**config.mk**
```make
export PLATFORM = sky130hd
export DESIGN_NAME = ahb_lite_des_master
export DESIGN_NICKNAME = d
export VERILOG_FILES = /design/src/rtl/ahb_lite_des_master.sv
export SDC_FILE = /design/constraint.sdc
export NUM_CORES = 1
export LEC_CHECK = 0
export CAP_MARGIN = 20
export CORE_AREA = 2 2 250 178
export CTS_CLUSTER_DIAMETER = 60
export DETAILED_ROUTE_END_ITERATION = 8
export DIE_AREA = 0 0 252 180
export PLACE_DENSITY = 0.75
export SYNTH_ARGS = -nofsm -noshare
export SYNTH_HDL_FRONTEND = slang
export SYNTH_SLANG_ARGS = --single-unit
```
**constraint.sdc**
```tcl
create_clock -name HCLK -period 1.8 [get_ports HCLK]
set_input_delay 0.45 -clock HCLK [delete_from_list [all_inputs] [get_ports HCLK]]
set_output_delay 0.45 -clock HCLK [all_outputs]
set_load 0.03 [all_outputs]
```
**src/rtl/ahb_lite_des_master.sv**
```systemverilog
// AHB-Lite master that loads a Triple DES core: five pipelined 64-bit writes
// (mode, key1..3, data), a programmable idle gap, then one read of the result.
module ahb_lite_des_master #(
  parameter int unsigned WAIT_CYCLES = 20
) (
  input  logic        HCLK,
  input  logic        HRESET,
  input  logic        start,
  input  logic        encryptionType,
  input  logic [63:0] key1,
  input  logic [63:0] key2,
  input  logic [63:0] key3,
  input  logic [63:0] dataIn,
  output logic        busy,
  output logic        done,
  output logic        error,
  output logic [63:0] result,
  output logic        HSEL,
  output logic [31:0] HADDR,
  output logic        HWRITE,
  output logic [1:0]  HTRANS,
  output logic [2:0]  HSIZE,
  output logic [2:0]  HBURST,
  output logic [3:0]  HPROT,
  output logic        HMASTLOCK,
  output logic [63:0] HWDATA,
  input  logic        HREADY,
  input  logic        HRESP,
  input  logic [63:0] HRDATA,
  output logic [2:0]  dbg_state
);

  typedef enum logic [2:0] {
    S_IDLE    = 3'd0,
    S_WRITE   = 3'd1,
    S_WAIT    = 3'd2,
    S_RD_ADDR = 3'd3,
    S_RD_DATA = 3'd4,
    S_ERR     = 3'd5
  } state_e;

  localparam logic [1:0] TR_IDLE   = 2'b00;
  localparam logic [1:0] TR_NONSEQ = 2'b10;
  localparam logic [7:0] WAIT_LAST = 8'(WAIT_CYCLES - 1);

  state_e      state_q;
  logic [2:0]  beat_q;
  logic [7:0]  wait_q;
  logic        enc_q;
  logic [63:0] key1_q, key2_q, key3_q, data_q;
  logic        busy_q, done_q, error_q;
  logic [63:0] result_q;
  logic        hsel_q, hwrite_q;
  logic [1:0]  htrans_q;
  logic [31:0] haddr_q;
  logic [63:0] hwdata_q;

  // Beat k targets register k of the core, spaced 0x400 apart.
  function automatic logic [31:0] beat_addr(input logic [2:0] k);
    return {19'd0, k, 10'd0};
  endfunction

  function automatic logic [63:0] beat_word(input logic [2:0] k);
    case (k)
      3'd0:    return {63'd0, enc_q};
      3'd1:    return key1_q;
      3'd2:    return key2_q;
      3'd3:    return key3_q;
      default: return data_q;
    endcase
  endfunction

  always_ff @(posedge HCLK or negedge HRESET) begin
    if (!HRESET) begin
      state_q  <= S_IDLE;
      beat_q   <= '0;
      wait_q   <= '0;
      enc_q    <= 1'b0;
      key1_q   <= '0;
      key2_q   <= '0;
      key3_q   <= '0;
      data_q   <= '0;
      busy_q   <= 1'b0;
      done_q   <= 1'b0;
      error_q  <= 1'b0;
      result_q <= '0;
      hsel_q   <= 1'b0;
      hwrite_q <= 1'b0;
      htrans_q <= TR_IDLE;
      haddr_q  <= '0;
      hwdata_q <= '0;
    end else begin
      done_q <= 1'b0;
      case (state_q)
        S_IDLE: begin
          // A start in the same cycle as the done pulse is deliberately dropped.
          if (start && !done_q) begin
            enc_q    <= encryptionType;
            key1_q   <= key1;
            key2_q   <= key2;
            key3_q   <= key3;
            data_q   <= dataIn;
            busy_q   <= 1'b1;
            error_q  <= 1'b0;
            beat_q   <= 3'd0;
            htrans_q <= TR_NONSEQ;
            hsel_q   <= 1'b1;
            haddr_q  <= beat_addr(3'd0);
            hwrite_q <= 1'b1;
            state_q  <= S_WRITE;
          end
        end
        S_WRITE: begin
          // beat_q = beat currently in its address phase; 5 means only the
          // final data phase is still outstanding.
          if (HRESP && !HREADY) begin
            htrans_q <= TR_IDLE;
            hsel_q   <= 1'b0;
            beat_q   <= '0;
            state_q  <= S_ERR;
          end else if (HREADY) begin
            if (beat_q < 3'd4) begin
              haddr_q  <= beat_addr(beat_q + 3'd1);
              hwdata_q <= beat_word(beat_q);
              beat_q   <= beat_q + 3'd1;
            end else if (beat_q == 3'd4) begin
              htrans_q <= TR_IDLE;
              hsel_q   <= 1'b0;
              hwdata_q <= beat_word(3'd4);
              beat_q   <= 3'd5;
            end else begin
              beat_q  <= '0;
              wait_q  <= '0;
              state_q <= S_WAIT;
            end
          end
        end
        S_WAIT: begin
          if (wait_q == WAIT_LAST) begin
            htrans_q <= TR_NONSEQ;
            hsel_q   <= 1'b1;
            haddr_q  <= beat_addr(3'd4);
            hwrite_q <= 1'b0;
            state_q  <= S_RD_ADDR;
          end else begin
            wait_q <= wait_q + 8'd1;
          end
        end
        S_RD_ADDR: begin
          if (HREADY) begin
            htrans_q <= TR_IDLE;
            hsel_q   <= 1'b0;
            state_q  <= S_RD_DATA;
          end
        end
        S_RD_DATA: begin
          if (HRESP && !HREADY) begin
            state_q <= S_ERR;
          end else if (HREADY) begin
            result_q <= HRDATA;
            done_q   <= 1'b1;
            busy_q   <= 1'b0;
            state_q  <= S_IDLE;
          end
        end
        S_ERR: begin
          if (HREADY) begin
            done_q  <= 1'b1;
            error_q <= 1'b1;
            busy_q  <= 1'b0;
            state_q <= S_IDLE;
          end
        end
        default: state_q <= S_IDLE;
      endcase
    end
  end

  assign busy      = busy_q;
  assign done      = done_q;
  assign error     = error_q;
  assign result    = result_q;
  assign HSEL      = hsel_q;
  assign HADDR     = haddr_q;
  assign HWRITE    = hwrite_q;
  assign HTRANS    = htrans_q;
  assign HWDATA    = hwdata_q;
  assign HSIZE     = 3'b011;
  assign HBURST    = 3'b000;
  assign HPROT     = 4'h1;
  assign HMASTLOCK = 1'b0;
  assign dbg_state = state_q;

endmodule

```
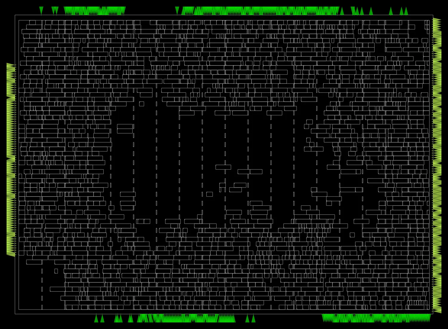
**Above:** placed standard cells.
Final Non-Filler Cells: 2407
Rows: 64

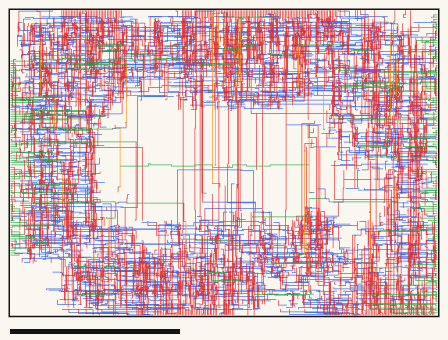
**Above:** routed metal, one color a layer.
The bar under the picture is 100 um long.
- M4: orange (wire length 1030 um)
- M1: blue (wire length 21.2 mm)
- M2: red (wire length 25.6 mm)
- M3: green (wire length 4170 um)
- M5: purple (wire length 27.6 um)
Total Wirelength: 52.1 mm
gr usage total: 22.0%
routed vias: 12500
WL/cell: 21.6 um

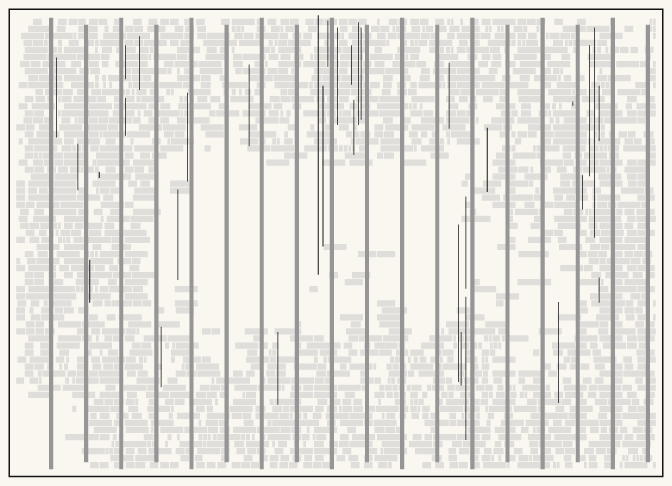
**Above:** the metal 4 layer.
Supply wires on this layer in gray.
- longest straight run: 100 um
- wire length on this layer: 1030 um
- nets with wire on the layer: 20
- main direction: vertical
- share of all routed wire: 2.0%

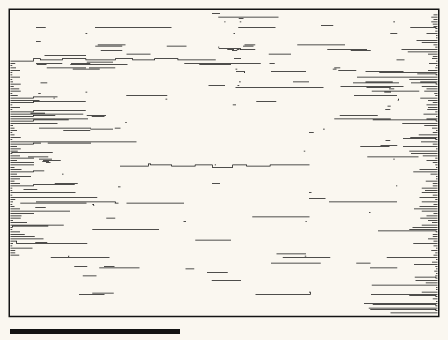
**Above:** signal wires on met3.
The bar under the picture is 100 um long.
- share of all routed wire: 8.0%
- nets with wire on the layer: 278
- longest straight run: 73.8 um
- wire length on this layer: 4170 um

==> flow_metrics.py <==
# Generated from Yosys and OpenROAD reports
metrics = {
    "floorplanning": {
        "io_pins": 507,
        "die_area_um2": 45400,
        "chipWidth_um": 252,
    },
    "critical_path": {
        "worstPathArrival_ns": 2.38,
        "critical_path.cell_chain": "ha_2, ha_4, buf_12, buf_12, a222oi_1, nor2_1, a21oi_1, o21ai_1",
        "critPathMaxFanout": 6,
        "path_class": "flop to flop",
        "r2r-end": "HWDATA[32]",
        "rrSetupSlack_ns": -0.16,
        "r2r-start": "beat_q[0]",
        "crit_path_end_kind": "flop",
        "cpPeakStageDelay_ns": 0.46,
        "r2r.worst_path.cells": 8,
        "crit_path_frequent_cell": "buf_12",
    },
    "layout": {
        "stdcell_area_um2": 24500,
        "drive_gt1_share_pct": 27.8,
        "final_cell_mix": "dfrtp_1 (404), clkdlybuf4s50_1 (324), mux2_2 (280)",
        "layout_top_cell": "dfrtp_1",
        "nFillCells": 3500,
        "syn_to_final_growth_pct": 44.2,
    },
    "clock_tree": {
        "cts_hold_buffers": 1,
        "cts_resized": 233,
        "root_buffer": "clkbuf_16",
        "path_clk_slew_ns": 0.06,
        "worstSkewPairLatency_ns": 0.54,
        "cts_tree": "built",
    },
    "placement": {
        "post-dp-hpwl_mm": 36.1,
        "gp_congestion": 0.821,
        "dpl-instance-area_um2": 22800,
    },
    "logic_synthesis": {
        "ys_area_um2": 17000,
        "postSynthAreaPerCell_um2": 13.2,
        "synthAoiAreaFrac_pct": 8.92,
        "ys_sh_xor_pct": 0.258,
        "ys_ff": 407,
        "syn-cell-area_um2": 17000,
        "postSynthSeqShare_pct": 59.9,
        "syn-instance-count": 1287,
        "muxShareOfSynthArea_pct": 21.3,
        "synthFlopType": "dfrtp_1",
        "simple_gate_share_pct": 4.63,
        "async_reset_ff_share_pct": 100,
        "yosysWarnings": 0,
    },
    "grt": {
        "grt_pass1_vias": 13100,
        "antenna_found_initial": 5,
        "grt_pass1_wl_mm": 77.4,
        "grt_max_degree": 76,
        "gr-total-overflow": 0,
    },
    "hold_path": {
        "hold_class": "input port to async pin",
    },
    "final_timing": {
        "final_hold_viol_count": 0,
        "setup_viol": 37,
        "timing.final.crit_share_pct": 109,
        "rsz0062_at_grt": "yes",
        "slew_viol_final": 0,
        "min_period_ns": 1.96,
        "fin_ws_ns": -0.160,
        "skew_ns": 0.0170,
    },
    "route": {
        "ant_nets": 0,
        "drt_pre_antenna_iters": 6,
        "drt-vias-per-instance": 5.20,
    },
    "status": {
        "violations": "negative setup slack",
        "status": "finished, violations left",
    },
    "job": {
        "maxCapViolations": 0,
    },
    "power": {
        "power.density_nw_per_um2": 1720,
        "cellLeakagePower_nw": 10.8,
    },
}
[power breakdown]
group / internal (W) / leakage, nW / total, W / switching (W)
Clock: 0.00509 / 0.671 / 0.00864 / 0.00355
Sequential: 0.0137 / 4.94 / 0.0163 / 0.00252
Combinational: 0.00797 / 5.19 / 0.0172 / 0.00925
Total: 0.0268 / 10.8 / 0.0421 / 0.0153
[routing by layer]
metal | up-vias | GRT usage, % | share of wire, %
met5 | - | 0 | 0.052
met4 | 4 | 4.97 | 2.0
li1 | 5647 | - | -
met3 | 76 | 5.69 | 8.0
met2 | 452 | 38.3 | 49
met1 | 6347 | 27.4 | 41
[through the flow]
step                setup slack, ns  hold WS (ns)  setup TNS, ns  util (%)  power, W
floorplan                    0.0105         0.154              0         -    0.0262
global placement             -0.305         0.417         -92.21      52.9    0.0330
detailed placement           -0.305         0.415         -91.46      52.9    0.0337
CTS                          -0.148         0.434          -4.54      56.4    0.0419
global route                 -0.230         0.452          -8.13      56.9    0.0446
finish                       -0.160         0.450          -1.34      56.9    0.0421
[worst max-delay path by stage]
stage                      start    endpoint
global placement           start  key3_q[16]
CTS                    beat_q[1]  HWDATA[32]
global route           beat_q[0]  HWDATA[32]
finish                 beat_q[0]  HWDATA[32]
floorplan           dbg_state[2]  result[34]
detailed placement         start  key1_q[15]
[kinds of logic (layout without fill, tap and decap cells)]
kind of cell | Yosys count | after routing
buffers and inverters | 142 | 660
flip-flops | 407 | 407
adder cells (fa/ha/maj) | 6 | 6
multiplexers | 321 | 321
AND-OR/OR-AND | 225 | 225
XOR/XNOR | 5 | 5
AND/OR/NAND/NOR | 179 | 179
other | 2 | 43
[sequential cells by signal, summed over array words and instances (netlist names)]
name and flops:
key2_q 64, result 64, enc_q 1, wait_q 8
beat_q 3, HSEL 1, HWDATA 64, busy 1
dbg_state 3, done 1, key1_q 64, key3_q 64
error 1, data_q 64, HWRITE 1, HADDR 3
[area by class of cell]
| class | instances | area share, % |
|---|---|---|
| Timing Repair Buffer | 577 | 24.2 |
| Inverter | 8 | 0.133 |
| Tap cell | 561 | 2.86 |
| Multi-Input combinational cell | 777 | 25.6 |
| Antenna cell | 2 | 0.0204 |
| Clock buffer | 61 | 4.91 |
| Clock inverter | 14 | 0.664 |
| Sequential cell | 407 | 41.6 |
[cells in the mapped netlist, drive strengths merged (2+ instances only)]
library cell,instances,area share (%)
a21o,3,0.13
a21oi,70,2.1
a222oi,63,3.7
a22oi,2,0.088
a41o,2,0.12
buf,93,3.4
clkbuf,41,0.91
conb,2,0.044
dfrtp,407,60
ha,6,0.44
inv,8,0.18
mux2,321,21
nand2,71,1.6
nand2b,3,0.11
nand3,5,0.15
nand3b,2,0.088
nand4,3,0.11
nor2,74,1.6
nor2b,3,0.11
nor3,5,0.18
nor3b,4,0.21
o21ai,68,2.0
o22ai,4,0.15
or3,2,0.074
xnor2,4,0.21
[worst max-delay path: cells and delay by family, from the launching register on]
family	cells	cell delay, ns
AND-OR/OR-AND	3	0.66
AND/OR/NAND/NOR	1	0.11
flip-flops	1	0.38
adder cells (fa/ha/maj)	2	0.39
buffers and inverters	2	0.29
Power is estimated from default activity; no workload was simulated.
